## config.mk

```make
export PLATFORM = sky130hd
export DESIGN_NAME = bit_serial_add_ctrl
export DESIGN_NICKNAME = d
export VERILOG_FILES = /design/src/rtl/bit_serial_pkg.sv /design/src/rtl/bit_serial_add_ctrl_fa_slice.sv /design/src/rtl/bit_serial_add_ctrl.sv
export SDC_FILE = /design/constraint.sdc
export NUM_CORES = 1
export LEC_CHECK = 0
export ABC_AREA = 1
export CAP_MARGIN = 20
export CORE_MARGIN = 8
export CORE_UTILIZATION = 49
export CTS_CLUSTER_DIAMETER = 150
export DETAILED_ROUTE_END_ITERATION = 8
export DONT_BUFFER_PORTS = 1
export PLACE_DENSITY = 0.66
export SYNTH_ARGS = -nofsm -noshare
export SYNTH_HDL_FRONTEND = slang
export SYNTH_HIERARCHICAL = 1
export SYNTH_SLANG_ARGS = --single-unit
```

## constraint.sdc

```tcl
create_clock -name clk -period 2.46 [get_ports clk]
set_input_delay 0.615 -clock clk [delete_from_list [all_inputs] [get_ports clk]]
set_output_delay 0.615 -clock clk [all_outputs]
set_load 0.01 [all_outputs]
```

## src/rtl/bit_serial_pkg.sv

```systemverilog
// Shared types and defaults for the bit-serial adder controller.
package bit_serial_pkg;

    typedef enum logic [1:0] {
        IDLE = 2'd0,
        RUN  = 2'd1,
        DONE = 2'd2
    } bsa_state_e;

    localparam int BSA_DEFAULT_WIDTH = 8;

endpackage

```

## src/rtl/bit_serial_add_ctrl_fa_slice.sv

```systemverilog
// One-bit full-adder slice, purely combinational.
module fa_slice
    import bit_serial_pkg::*;
(
    input  logic a,
    input  logic b,
    input  logic ci,
    output logic s,
    output logic co
);

    assign s  = a ^ b ^ ci;
    assign co = (a & b) | ((a | b) & ci);

endmodule

```

## src/rtl/bit_serial_add_ctrl.sv

```systemverilog
// Bit-serial WIDTH-bit adder, LSB first; done pulses WIDTH+1 edges after start, start ignored while busy.
// SERIAL_ADDSUB_EN adds a sub input selecting a-b (two's complement via ~b and carry-in 1).
module bit_serial_add_ctrl
    import bit_serial_pkg::*;
#(
    parameter int WIDTH = BSA_DEFAULT_WIDTH
) (
    input  logic             clk,
    input  logic             rst_n,
    input  logic             start,
    input  logic [WIDTH-1:0] a,
    input  logic [WIDTH-1:0] b,
    input  logic             cin,
`ifdef SERIAL_ADDSUB_EN
    input  logic             sub,
`endif
    output logic             busy,
    output logic             done,
    output logic [WIDTH-1:0] sum,
    output logic             cout
);

    localparam int CNT_W = (WIDTH > 1) ? $clog2(WIDTH) : 1;
    localparam logic [CNT_W-1:0] CNT_LAST = CNT_W'(WIDTH - 1);

    bsa_state_e       state_q, state_d;
    logic [WIDTH-1:0] sha_q, sha_d;
    logic [WIDTH-1:0] shb_q, shb_d;
    logic [WIDTH-1:0] res_q, res_d;
    logic [WIDTH-1:0] sum_q, sum_d;
    logic [CNT_W-1:0] cnt_q, cnt_d;
    logic             carry_q, carry_d;
    logic             busy_q, busy_d;
    logic             done_q, done_d;
    logic             cout_q, cout_d;

    logic             fa_s;
    logic             fa_co;
    logic [WIDTH-1:0] b_load;
    logic             c_load;

    fa_slice u_fa (
        .a  (sha_q[0]),
        .b  (shb_q[0]),
        .ci (carry_q),
        .s  (fa_s),
        .co (fa_co)
    );

`ifdef SERIAL_ADDSUB_EN
    assign b_load = sub ? ~b : b;
    assign c_load = sub ? 1'b1 : cin;
`else
    assign b_load = b;
    assign c_load = cin;
`endif

    always_comb begin
        state_d = state_q;
        sha_d   = sha_q;
        shb_d   = shb_q;
        res_d   = res_q;
        sum_d   = sum_q;
        cnt_d   = cnt_q;
        carry_d = carry_q;
        cout_d  = cout_q;
        busy_d  = 1'b0;
        done_d  = 1'b0;
        case (state_q)
            IDLE, DONE: begin
                if (start) begin
                    sha_d   = a;
                    shb_d   = b_load;
                    carry_d = c_load;
                    cnt_d   = '0;
                    state_d = RUN;
                    busy_d  = 1'b1;
                end else begin
                    state_d = IDLE;
                end
            end
            RUN: begin
                carry_d = fa_co;
                sha_d   = sha_q >> 1;
                shb_d   = shb_q >> 1;
                res_d   = {fa_s, res_q[WIDTH-1:1]};
                cnt_d   = cnt_q + CNT_W'(1);
                // Only the completed result reaches sum; partials stay in res_q.
                if (cnt_q == CNT_LAST) begin
                    sum_d   = {fa_s, res_q[WIDTH-1:1]};
                    cout_d  = fa_co;
                    state_d = DONE;
                    done_d  = 1'b1;
                end else begin
                    busy_d  = 1'b1;
                end
            end
            default: state_d = IDLE;
        endcase
    end

    always_ff @(posedge clk) begin
        if (!rst_n) begin
            state_q <= IDLE;
            sha_q   <= '0;
            shb_q   <= '0;
            res_q   <= '0;
            sum_q   <= '0;
            cnt_q   <= '0;
            carry_q <= 1'b0;
            cout_q  <= 1'b0;
            busy_q  <= 1'b0;
            done_q  <= 1'b0;
        end else begin
            state_q <= state_d;
            sha_q   <= sha_d;
            shb_q   <= shb_d;
            res_q   <= res_d;
            sum_q   <= sum_d;
            cnt_q   <= cnt_d;
            carry_q <= carry_d;
            cout_q  <= cout_d;
            busy_q  <= busy_d;
            done_q  <= done_d;
        end
    end

    assign busy = busy_q;
    assign done = done_q;
    assign sum  = sum_q;
    assign cout = cout_q;

endmodule

```

==> impl_metrics.ini, run 1 <==
; yosys + openroad results
[logic_synthesis]
top_cells_by_area = dfxtp_1 42%, nand3_1 10%, nand2_1 8.8%
synth-main-ff-cell = dfxtp_1
synth_nets = 278
edf_count = 0
ys_ff = 40
postSynthSeqShare_pct = 41.9
ys_cells = 255
yosys_area_sq_um = 1910
avgSynthCellArea_sq_um = 7.49
top_area_share_pct = 41.9
yosys.cell_types.count = 24
ys_warn_count = 6
synth_area_sq_um = 1910
async_flop_share_pct = 0
largest_area_cell = dfxtp_1

[grt]
gr-usage-all-layers_pct = 12.6
overflow = 0
grt_start_max_net_pins = 31
antenna_found_initial = 0
grt_pass1_vias = 1346
grt_pass1_wl_um = 6340

[run_status]
status = finished, final reports clean

[timing]
setup_viol_count_final = 0
fin_crit_ns = 1.59
timing.fmax_mhz = 629
slew_headroom_pct = 65.7
worstMarginPinSlew_ns = 0.513
hold_violations = 0
rsz0062_at_grt = no
fin_crit_sh_pct = 64.6
maxSlewViolCount = 0
tns_ns = 0

[cells_and_area]
drive_above_1_share_pct = 13.6
n_antenna_cell = 0
nets = 272
layout_top_cell = nand2_1
area_growth_pct = 4.00
fin_area_sq_um = 1990
most-common-layout-cells = 45 x nand2_1, 40 x nand3_1, 40 x dfxtp_1, 34 x inv_1, 25 x nor2_1
fin_util_pct = 53.5

[flow_run]
maxCapViolCount = 0
warnings = 26

[floorplanning]
initCoreUtil_pct = 51.4
die_w_um = 78.4
coreArea_sq_um = 3720
ios = 31
dieArea_sq_um = 6150
rows = 22
dieHeight_um = 78.4

[critical_path]
cp-start-kind = register
critPathMaxFanout = 26
reg2reg_from = state_q[0]$_SDFFE_PN0P_
worstPathRequired_ns = 2.70
cp_data_arrival_time_ns = 1.83
critical_path.startpoint = state_q[0]$_SDFFE_PN0P_

[clocking]
post-cts-setup-buffers = 0
cts_root_buf = clkbuf_8
cts_max_level = 2
cts_hold_buf = 0
cts_resized = 0
cts_tree = yes
cts_sinks = 40
clk_latency_ns = 0.29
clk_pin_slew_ns = 0.08

[power_and_ir_drop]
swShare_pct = 26.4
clockPowerShare_pct = 37.8
p_sw_uw = 385
peakVddDrop_mv = 0.446
power_leakage_nw = 0.905
power_per_cell_area_nw_per_um2 = 732
comb_power_share_pct = 13.0

[place]
gp_congestion = 0.699
port_buffers = 0
hpwl_um = 2440
place_area_sq_um = 1870

[drt]
wl_um = 3600
first_pass_iters = 4
wl_per_cell_um = 12.1
via_per_inst = 4.85
drc = 0
num_vias = 1445
drt_iter0_drc = 124

[hold_path]
hold_path.class = in -> reg
hold_path_startpoint = rst_n
[run 1: power groups by stage]
stage | Sequential (mW) | Combinational [mW] | Clock (mW)
floorplan | 0.721 | 0.188 | 0
global placement | 0.729 | 0.189 | 0
detailed placement | 0.730 | 0.191 | 0
CTS | 0.715 | 0.191 | 0.567
global route | 0.720 | 0.225 | 0.595
finish | 0.715 | 0.189 | 0.551
[run 1: synthesized netlist by cell type (3+ instances only)]
library cell,count
nand2_2,3
nand3_1,40
nand3b_1,3
buf_2,7
a21oi_1,14
dfxtp_1,40
o21ai_0,8
inv_1,34
nor3_2,14
buf_6,5
nor2_1,25
nand2_1,45
[run 1: worst paths after layout]
kind / slack [ns] / to / cells after the start
max reg2reg: 0.87 / sha_q[2]$_SDFFE_PN0P_ / 6
min reg2reg: 0.47 / cnt_q[0]$_SDFFE_PN0P_ / 1
max: 0.87 / sha_q[2]$_SDFFE_PN0P_ / 6
min: 0.45 / res_q[3]$_SDFFE_PN0P_ / 2
[run 1: cell families after synthesis]
logic type / share of synthesized area (%)
simple gates: 35.1
buf+inv: 14.3
flops: 41.9
compound gates: 6.29
fa+ha+maj: 2.36
[run 1: cell type report]
cell class                      instances  area, sq um
Fill cell                             364         1730
Multi-Input combinational cell        160          836
Sequential cell                        40          801
Inverter                               38          145
Clock buffer                            5         68.8
Tap cell                               48         60.1
Clock inverter                          3         46.3
Timing Repair Buffer                    4         30.0
[run 1: flip-flops by register name, indices dropped and copies added, names as in the netlist]
signal / count
busy: 1
carry_q: 1
cnt_q: 3
cout: 1
done: 1
res_q: 7
sha_q: 8
shb_q: 8
state_q: 2
sum: 8
[run 1: stage by stage]
step           setup WS, ns  power, mW  hold WS [ns]  cells
2_1_floorplan          1.20      0.909         0.429    255
6_report              0.871       1.45         0.448    298
3_3_place_gp          0.900      0.918         0.446    290
4_1_cts               0.856       1.47         0.439    298
5_1_grt               0.701       1.54         0.444    298
3_5_place_dp          0.872      0.921         0.451    290
[run 1: worst max-delay path, stage by stage, from the launching register on]
cell,delay (ns)
dfxtp_1,0.56
inv_4,0.07
nand2_2,0.19
buf_4,0.35
buf_4,0.21
nor3_2,0.05
nor2_1,0.10
[run 1: layer usage]
| metal | share of wire, % | GRT usage [%] |
|---|---|---|
| met3 | 4.7 | 4.44 |
| met4 | 1.3 | 3.89 |
| met1 | 48 | 16.1 |
| met2 | 46 | 19.2 |
| met5 | 0 | 0 |
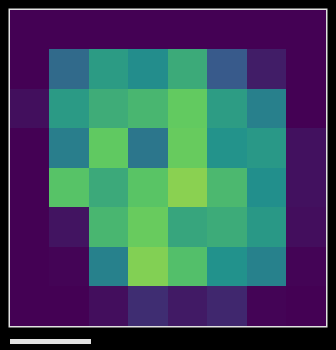
*Local utilization, run 1*
Bar = 20 um. The die is cut into 8 by 8 equal tiles; dark purple is low, yellow is high, 0 to 100% covered.
emptiest ninth of the die: south-west
fullest tile: 82%
nearly empty tiles: 33%
tiles over 75% full: 9.4%
mean over tiles: 31%
densest ninth of the die: centre

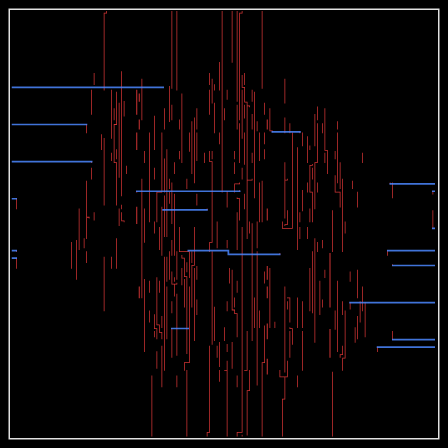
*Signal wires by layer, run 1*
Two of the layers only.
legend:
  blue:
    layer: met3
    wire_length: 168 um
  red:
    layer: met2
    wire_length: 1640 um

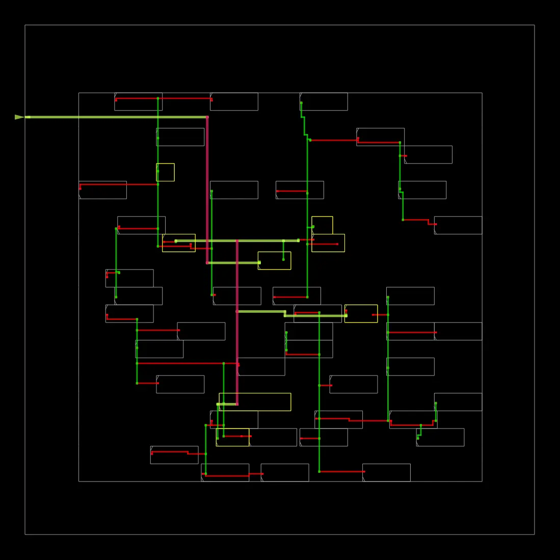
*Clock nets, run 1*
CLK BUF: 5
cts bufs inserted: 5

### Wire density map, run 1

The die is cut into 16 by 16 equal tiles; dark purple is low, yellow is high, scaled to the fullest tile. Values are wire area over tile area, all layers added.
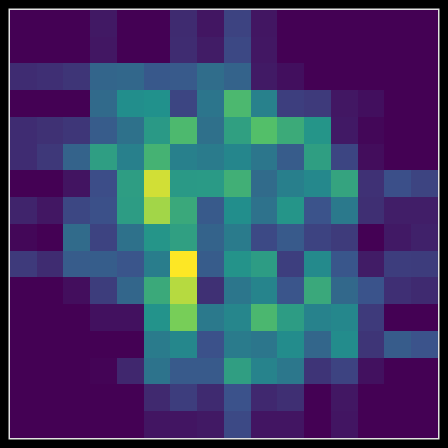

## Run 2: what changed since run 1
Clock period 2.46 ns to 1.57 ns, I/O delays scaled along.
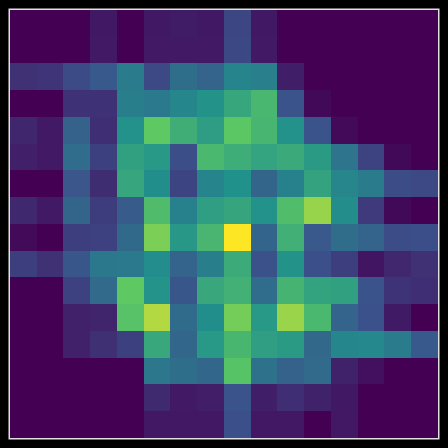
*Wire density map, run 2*
The die is cut into 16 by 16 equal tiles; dark purple is low, yellow is high, scaled to the fullest tile. Values are wire area over tile area, all layers added.
nearly empty tiles: 27%
mean over tiles: 0.096
fullest tile: 0.39
densest ninth of the die: centre
Global Route Usage Sum: 13.1%
post-DR wirelength/cell: 12.5 um
vias post-DR: 1461
Post-Route WL: 3750 um

==> impl_metrics.ini, run 2 <==
; yosys + openroad results
[cells_and_area]
most-common-layout-cells = 45 x nand2_1, 40 x nand3_1, 40 x dfxtp_1, 34 x inv_1, 25 x nor2_1
drive_above_1_share_pct = 14.3
layout_top_cell = nand2_1
fillCellCount = 356
nets = 274
fin_cells = 300
area_growth_pct = 5.44
fin_util_pct = 54.2
n_antenna_cell = 0

[floorplanning]
coreArea_sq_um = 3720
ios = 31
die_w_um = 78.4
initCoreUtil_pct = 51.4
dieArea_sq_um = 6150
rows = 22
dieHeight_um = 78.4

[timing]
fin_crit_sh_pct = 83.6
slew_headroom_pct = 65.0
hold_violations = 0
worstMarginPinSlew_ns = 0.522
fin_crit_ns = 1.31
setup_viol_count_final = 0
tns_ns = 0
fin_ws_ns = 0.258
rsz0062_at_grt = no
maxSlewViolCount = 0

[drt]
first_pass_iters = 4
drt_iter0_drc = 114
via_per_inst = 4.87
met3_length_um = 169
wl_met1_um = 1820
drc = 0
drtAntennaViolNets = 0
top_layer = met4

[place]
hpwl_um = 2520
pre_cts_ws_ns = 0.274
gp_congestion = 0.753
dp.cells = 292

[grt]
grt_pass1_vias = 1433
antenna_found_initial = 0
overflow = 0
grt_start_max_net_pins = 31
grt_pass1_wl_um = 6650

[critical_path]
worstPathRequired_ns = 1.75
cp_data_arrival_time_ns = 1.49
cp-start-kind = register
critPathMaxFanout = 9

[logic_synthesis]
yosys.cell_types.count = 24
synth_nets = 278
ys_ff = 40
top_cells_by_count = 45 x nand2_1, 40 x dfxtp_1, 40 x nand3_1
avgSynthCellArea_sq_um = 7.49
top_cells_by_area = dfxtp_1 42%, nand3_1 10%, nand2_1 8.8%
ys_cells = 255
yosys_area_sq_um = 1910
ys_warn_count = 6
edf_count = 0
async_flop_share_pct = 0
most_common_cell = nand2_1
synth-main-ff-cell = dfxtp_1
largest_area_cell = dfxtp_1
top_area_share_pct = 41.9
postSynthSeqShare_pct = 41.9

[power_and_ir_drop]
power_mw = 2.30
power_leakage_nw = 0.918

[clocking]
cts_resized = 0
numCtsBuffers = 5
cts_sinks = 40
cts_root_buf = clkbuf_8
clk_latency_ns = 0.30
cts_hold_buf = 0
post-cts-setup-buffers = 0

[run_status]
status = finished, final reports clean

[hold_path]
hold_path.class = in -> reg

[flow_run]
warnings = 26
maxCapViolCount = 0
[run 2: netlist changes by cell type in the layout (fill, tap and decap cells not counted), sizes merged]
cell and delta:
buf +2
[run 2: worst paths after layout]
path / from / end / slack, ns / cells after the start
hold / removal: a[2] / sha_q[2]$_SDFFE_PN0P_ / 0.22 / 2
setup reg to reg: cnt_q[0]$_SDFFE_PN0P_ / cout$_SDFFE_PN0P_ / 0.26 / 5
setup / recovery: cnt_q[0]$_SDFFE_PN0P_ / cout$_SDFFE_PN0P_ / 0.26 / 5
hold reg to reg: cnt_q[0]$_SDFFE_PN0P_ / cnt_q[0]$_SDFFE_PN0P_ / 0.46 / 1
[run 2: cell type report]
type	count	area (sq um)	share of cell area, %
multi-input cells	160	836	41.5
flip-flops and latches	40	801	39.8
inverters	38	145	7.20
clock buffers	5	68.8	3.42
well taps	48	60.1	2.98
repair buffers	6	57.6	2.86
clock inverters	3	46.3	2.30
[run 2: metrics by stage]
| step | hold WS [ns] | instance area (sq um) |
|---|---|---|
| 2_1_floorplan | 0.429 | 1910 |
| 3_3_place_gp | 0.438 | 1900 |
| 3_5_place_dp | 0.453 | 1900 |
| 4_1_cts | 0.214 | 2010 |
| 5_1_grt | 0.220 | 2010 |
| 6_report | 0.217 | 2010 |
[run 2: report_power, final]
| part | internal (mW) | switching [mW] | total (mW) | leakage (nW) |
|---|---|---|---|---|
| combinational | 0.122 | 0.188 | 0.310 | 0.535 |
| clock | 0.479 | 0.395 | 0.874 | 0.0548 |
| sequential | 1.08 | 0.0349 | 1.12 | 0.328 |
[run 2: critical path, stage by stage (launching register included)]
cell     delay, ns
dfxtp_1       0.35
ha_1          0.17
ha_1          0.34
nand2_2       0.18
nand2_1       0.10
a21oi_1       0.06
[run 2: cells by family (layout without fill, tap and decap cells)]
group,after synthesis,in the layout,synth area share [%]
simple gates,133,133,35.1
buf+inv,55,52,14.3
compound gates,24,24,6.29
fa+ha+maj,3,3,2.36
flops,40,40,41.9
[run 2: layer usage]
metal	up-vias	track usage (%)
met5	-	0
met4	0	5.93
met3	6	3.87
met2	29	20.6
met1	638	16.0
li1	788	-
No activity file was given, so power comes from the tool's default toggle rates.
